`config.mk`:
```
export PLATFORM = sky130hd
export DESIGN_NAME = mips_ifetch
export DESIGN_NICKNAME = d
export VERILOG_FILES = /design/src/rtl/mips_ifetch.sv
export SDC_FILE = /design/constraint.sdc
export NUM_CORES = 1
export LEC_CHECK = 0
export CORE_MARGIN = 4
export CORE_UTILIZATION = 50
export CTS_CLUSTER_SIZE = 25
export DETAILED_ROUTE_END_ITERATION = 7
export PLACE_DENSITY = 0.88
export RECOVER_POWER = 50
export SETUP_SLACK_MARGIN = 0.05
export SLEW_MARGIN = 20
export SYNTH_ARGS = -nofsm -noshare
export SYNTH_HDL_FRONTEND = slang
export SYNTH_SLANG_ARGS = --single-unit
```
`constraint.sdc`:
```
create_clock -name clk -period 2.9 [get_ports clk]
set_clock_uncertainty 0.1 [all_clocks]
set_input_delay 0.435 -clock clk [delete_from_list [all_inputs] [get_ports clk]]
set_output_delay 0.435 -clock clk [all_outputs]
set_load 0.02 [all_outputs]
```
`src/rtl/mips_ifetch.sv`:
```
// MIPS instruction fetch stage: PC sequencing, instruction memory handshake and IF/ID register.
// Define MIPS_IF_FLUSH_EN to squash the instruction after a redirect; otherwise it runs as a delay slot.
module mips_ifetch #(
  parameter logic [31:0] RESET_PC = 32'h0000_0000
) (
  input  logic        clk,
  input  logic        rst_n,
  input  logic        stall,
  input  logic [1:0]  pcsrc,
  input  logic        br_taken,
  input  logic [31:0] bpc,
  input  logic [31:0] rpc,
  input  logic [31:0] jpc,
  output logic        imem_req,
  output logic [31:0] imem_addr,
  input  logic        imem_ack,
  input  logic [31:0] imem_rdata,
  output logic [31:0] id_inst,
  output logic [31:0] id_pc4,
  output logic        id_valid
);

  typedef enum logic {FETCH, HELD} state_t;

  state_t      state;
  logic [31:0] pc;
  logic        redir_q;
  logic [31:0] tgt_q;
  logic [31:0] skid_inst;
  logic [31:0] skid_pc4;

  logic        consume;
  logic        redirect;
  logic [31:0] target;
  logic [31:0] pc4;
  logic        ack_fire;
  logic        pc_update;
  logic [31:0] next_pc;
  logic        squash;

  always_comb begin
    consume  = id_valid && !stall;
    redirect = 1'b0;
    target   = jpc;
    case (pcsrc)
      2'b00: begin
        redirect = 1'b0;
        target   = jpc;
      end
      2'b01: begin
        redirect = consume && br_taken;
        target   = bpc;
      end
      2'b10: begin
        redirect = consume;
        target   = rpc;
      end
      2'b11: begin
        redirect = consume;
        target   = jpc;
      end
    endcase
    pc4       = pc + 32'd4;
    // An ack only counts against a request we actually issued.
    ack_fire  = (state == FETCH) && imem_req && imem_ack;
    pc_update = (ack_fire && !stall) || ((state == HELD) && !stall);
    next_pc   = redirect ? target : (redir_q ? tgt_q : pc4);
`ifdef MIPS_IF_FLUSH_EN
    // The word landing with (or after) a redirect is the sequential one; drop it.
    squash    = redirect || redir_q;
`else
    squash    = 1'b0;
`endif
  end

  assign imem_addr = pc;

  always_ff @(posedge clk or negedge rst_n) begin
    if (!rst_n) begin
      state     <= FETCH;
      pc        <= {RESET_PC[31:2], 2'b00};
      imem_req  <= 1'b0;
      id_inst   <= 32'd0;
      id_pc4    <= 32'd0;
      id_valid  <= 1'b0;
      redir_q   <= 1'b0;
      tgt_q     <= 32'd0;
      skid_inst <= 32'd0;
      skid_pc4  <= 32'd0;
    end else begin
      case (state)
        FETCH: begin
          imem_req <= 1'b1;
          if (ack_fire) begin
            if (stall) begin
              skid_inst <= imem_rdata;
              skid_pc4  <= pc4;
              imem_req  <= 1'b0;
              state     <= HELD;
            end else begin
              id_inst  <= imem_rdata;
              id_pc4   <= pc4;
              id_valid <= !squash;
            end
          end else if (!stall) begin
            id_valid <= 1'b0;
          end
        end
        HELD: begin
          if (!stall) begin
            id_inst  <= skid_inst;
            id_pc4   <= skid_pc4;
            id_valid <= !squash;
            imem_req <= 1'b1;
            state    <= FETCH;
          end
        end
      endcase

      // pc moves only on a completed fetch, so the request address stays stable.
      if (pc_update) begin
        pc      <= {next_pc[31:2], 2'b00};
        redir_q <= 1'b0;
      end else if (redirect) begin
        redir_q <= 1'b1;
        tgt_q   <= target;
      end
    end
  end

endmodule

```
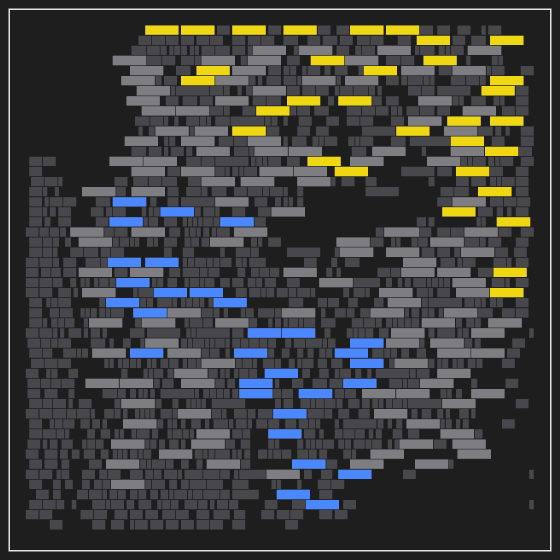
(register map, names as in the netlist)
yellow -> id_inst  # placed flops 32
blue -> imem_addr  # placed flops 30
power in sequential cells: 0.00434 W
utilization of the core after routing: 0.6765

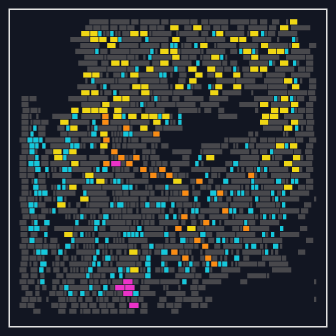
(logic cells by family)
yellow -> mux cells  # cells 106, most used mux2_2
orange -> xor and xnor cells  # cells 29, most used xnor2_1, where centre
cyan -> aoi and oai cells  # cells 220, most used o21ai_0, where all over the die
magenta -> fa/ha/maj cells  # cells 6, most used ha_1
most common logic cell in the routed design: clkdlybuf4s50_1
final std cells w/o fill: 1,444
multi-input gate share of total cell area: 0.3512

==> results.sh <==
# flow metrics
export IMPL_core_area_sq_um=18640
export IMPL_synth_adder_area_share=0.007939
export IMPL_gpl_final_weighted_congestion=0.8949
export IMPL_netlist_area_leader_share=0.4975
export IMPL_post_place_cells=1411
export IMPL_post_cts_setup_buffers=0
export IMPL_detailed_place_hpwl_mm=19.43
export IMPL_number_of_flops_mapped_to_enable_cells_by_yosys=0
export IMPL_worstPathMaxFanout=55
export IMPL_net_switching_power_w=0.003826
export IMPL_max_vdd_ir_drop_v=0.0004205
export IMPL_cts_clk_slew_worst_paths_ns=0.07
export IMPL_grt_usage=0.2488
export IMPL_leakagePower_nw=5.353
export IMPL_grt_pass1_vias=8409
export IMPL_number_of_iterations_in_the_first_detailed_routing_pass=5
export IMPL_count_of_cell_types_in_the_netlist=57
export IMPL_syn_area_per_cell_sq_um=9.669
export IMPL_die_height_um=145.5
export IMPL_logic_area_sq_um=4429
export IMPL_crit_slowest_cell="clkbuf_2"
export IMPL_dr_vias=8349
export IMPL_ys_area_sq_um=9457
export IMPL_p_seq_frac=0.417
export IMPL_grt_max_degree=79
export IMPL_period_minus_slack_ns=2.594
export IMPL_worst_slew_margin_rel=0.1621
export IMPL_drive_above_1_share=0.1149
export IMPL_power_switching_fraction=0.3679
export IMPL_max_cap_violations=0
export IMPL_clock_sinks=188
export IMPL_fin_crit_sh=0.8945
export IMPL_grt_pass1_wl_mm=43.00
export IMPL_floorplan_core_util=0.5072
export IMPL_setup_tns_final_ns=0
export IMPL_timing_critical_path_from_type="primary input"
export IMPL_crit_path_max_incr_delay_ns=0.66
export IMPL_synth_xor_area_share=0.02686
export IMPL_worst_pin_slew_ns=1.257
export IMPL_timing_setup_critical_path_class="in2reg"
export IMPL_log_warning_count=36
export IMPL_cp_end_kind="flip-flop"
export IMPL_synth_main_ff_cell="dfrtp_1"
export IMPL_wire_per_inst_um=18.34
export IMPL_diodes=0
export IMPL_antenna_found_initial=0
export IMPL_syn_cell_area_sq_um=9457
export IMPL_synth_cells_yosys=978
export IMPL_timing_hold_ws_ns=0.3746
export IMPL_timing_fmax_mhz=385.5
export IMPL_number_of_warning_messages_in_the_yosys_log=0
export IMPL_ys_ff=188
export IMPL_top_logic_kind="simple AND/OR/NAND/NOR gates"
export IMPL_filler_cell_count=1385
export IMPL_cts_inserted_buffers=17
export IMPL_comb_power_share=0.368
export IMPL_routed_via_density=5.782
export IMPL_synthMuxAreaShare=0.1196
export IMPL_htree_levels=4
export IMPL_slew_violations=0
export IMPL_fp_dieArea_sq_um=21180
export IMPL_endpoint_arrival_time_on_the_critical_path_ns=2.80
export IMPL_drt_iter0_drc=790
export IMPL_worstPathCellList="dlygate4sd3_1, clkbuf_1, nand4b_1, clkbuf_2, mux2_2"
export IMPL_synth_top_cell_by_area="dfrtp_1"
export IMPL_power_density_cell_area_nw_per_um2=824.7
export IMPL_wirelength_mm=26.49
export IMPL_ff_latch_area_sq_um=4706
export IMPL_drc=0
export IMPL_num_rows=50
export IMPL_drtAntennaViolNets=0
export IMPL_yosys_stat_seqShare=0.4975
export IMPL_power_internal_w=0.006575
export IMPL_timing_critical_path_required_ns=3.11
export IMPL_outcome="finished, final reports clean"
export IMPL_grt_setup_unrepaired="no"
export IMPL_place_port_buffers=222
export IMPL_clockRootBuffer="clkbuf_16"
export IMPL_fin_nets=1338
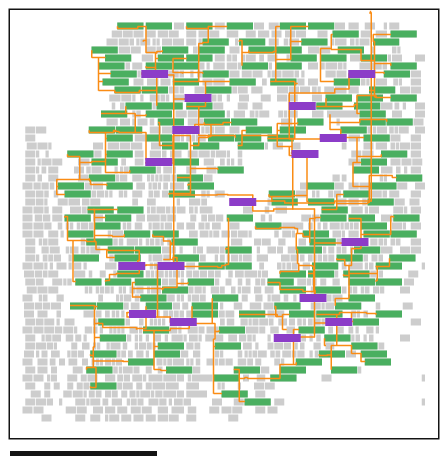
(clock network drawn from the DEF)
Bar = 50 um.
green -> flip-flops  # count 188
purple -> clock drivers  # count 17
orange -> clock wires  # length 2,070 um
flops lie = all over the die
power attributed to the clock group: 0.00223 W
Clk network pwr share: 0.214
Latency at later pin: 0.43 ns

==> path summary, 6_finish.rpt <==
check | from | end | slack [ns] | cells after the start
min | id_inst[28] | id_inst[28] | 0.37 | 2
min in group asynchronous | rst_n | tgt_q[31] | 0.50 | 2
max in group asynchronous | rst_n | id_pc4[29] | 0.62 | 3
max reg2reg | imem_addr[2] | imem_addr[22] | 0.37 | 7
max | stall | skid_pc4[13] | 0.31 | 5
min reg2reg | id_inst[28] | id_inst[28] | 0.37 | 2
==> registers in the layout, indices dropped and copies added, names as in the netlist <==
name       count
id_inst       32
skid_pc4      30
id_pc4        30
state          1
redir_q        1
skid_inst     32
id_valid       1
tgt_q         30
imem_addr     30
imem_req       1
==> placed cells by master, fill, tap and decap left out, types with 19 or more instances in the layout <==
cell and instances:
buf_4 31, dfrtp_1 187, clkdlybuf4s50_1 214, nor2_1 23, a21oi_1 42, o21ai_0 105, a22oi_1 22, a31oi_1 19
mux2i_1 50, mux2_2 56, nand2_1 189, nand3_1 25
==> Yosys cell counts, types with 5 or more instances <==
master,count
a21oi_1,42
xor2_1,12
o22ai_1,5
dfrtp_1,188
nand2b_1,18
mux2i_1,50
nand2_1,189
ha_1,6
o211ai_1,16
xnor2_1,17
buf_1,6
mux2_2,56
nand3_1,25
o31a_1,7
o21ai_0,105
nor2_1,24
inv_1,14
nor3_1,6
and3_1,11
a31oi_1,19
nor2b_1,14
a22oi_1,22
nand4_1,8
clkbuf_1,56
==> cell type report <==
cell class | instances | area share
inverter | 15 | 0.004464
tap | 234 | 0.02321
timing repair buffer | 267 | 0.2037
clock inverter | 12 | 0.008929
sequential | 188 | 0.3731
clock buffer | 20 | 0.03542
multi-input combinational | 708 | 0.3512
==> what timing repair did <==
item                                   CTS  global route
resized                                  0             0
endpoints found under the hold margin   70             0
hold buffers                             1             0
==> worst max-delay path, delay by kind of cell <==
kind | cells | cell delay, ns
buffers and inverters | 3 | 1.63
muxes | 1 | 0.53
and+or+nand+nor | 1 | 0.18
==> power by group through the flow <==
stage,logic (W),registers (W),clock network (W)
2_1_floorplan,0.00155,0.00471,0
3_3_place_gp,0.00374,0.00428,0
3_5_place_dp,0.00384,0.00436,0
4_1_cts,0.00388,0.00432,0.00226
5_1_grt,0.00415,0.00445,0.00236
6_report,0.00383,0.00434,0.00223
==> routing by layer <==
layer	GRT usage	wire length, um
met5	0	0
met2	0.4134	12820
met1	0.3221	10620
met3	0.05543	2295
met4	0.09069	753
==> logic make-up after synthesis <==
| kind of cell | count (synthesis) |
|---|---|
| buffers and inverters | 85 |
| flip-flops | 188 |
| AND/OR/NAND/NOR | 321 |
| adder cells (fa/ha/maj) | 6 |
| AND-OR/OR-AND | 242 |
| other | 1 |
| multiplexers | 106 |
| XOR/XNOR | 29 |
==> stage by stage <==
step | setup WS (ns) | total power [W] | area [sq um]
final | 0.3058 | 0.01040 | 12610
after global routing | 0.1893 | 0.01096 | 12610
after CTS | 0.4192 | 0.01046 | 12670
after detailed placement | 0.01612 | 0.008200 | 12100
after global placement | 0.05601 | 0.008017 | 12100
after floorplan | 0.5964 | 0.006259 | 9468
Power and IR drop assume default switching activity.
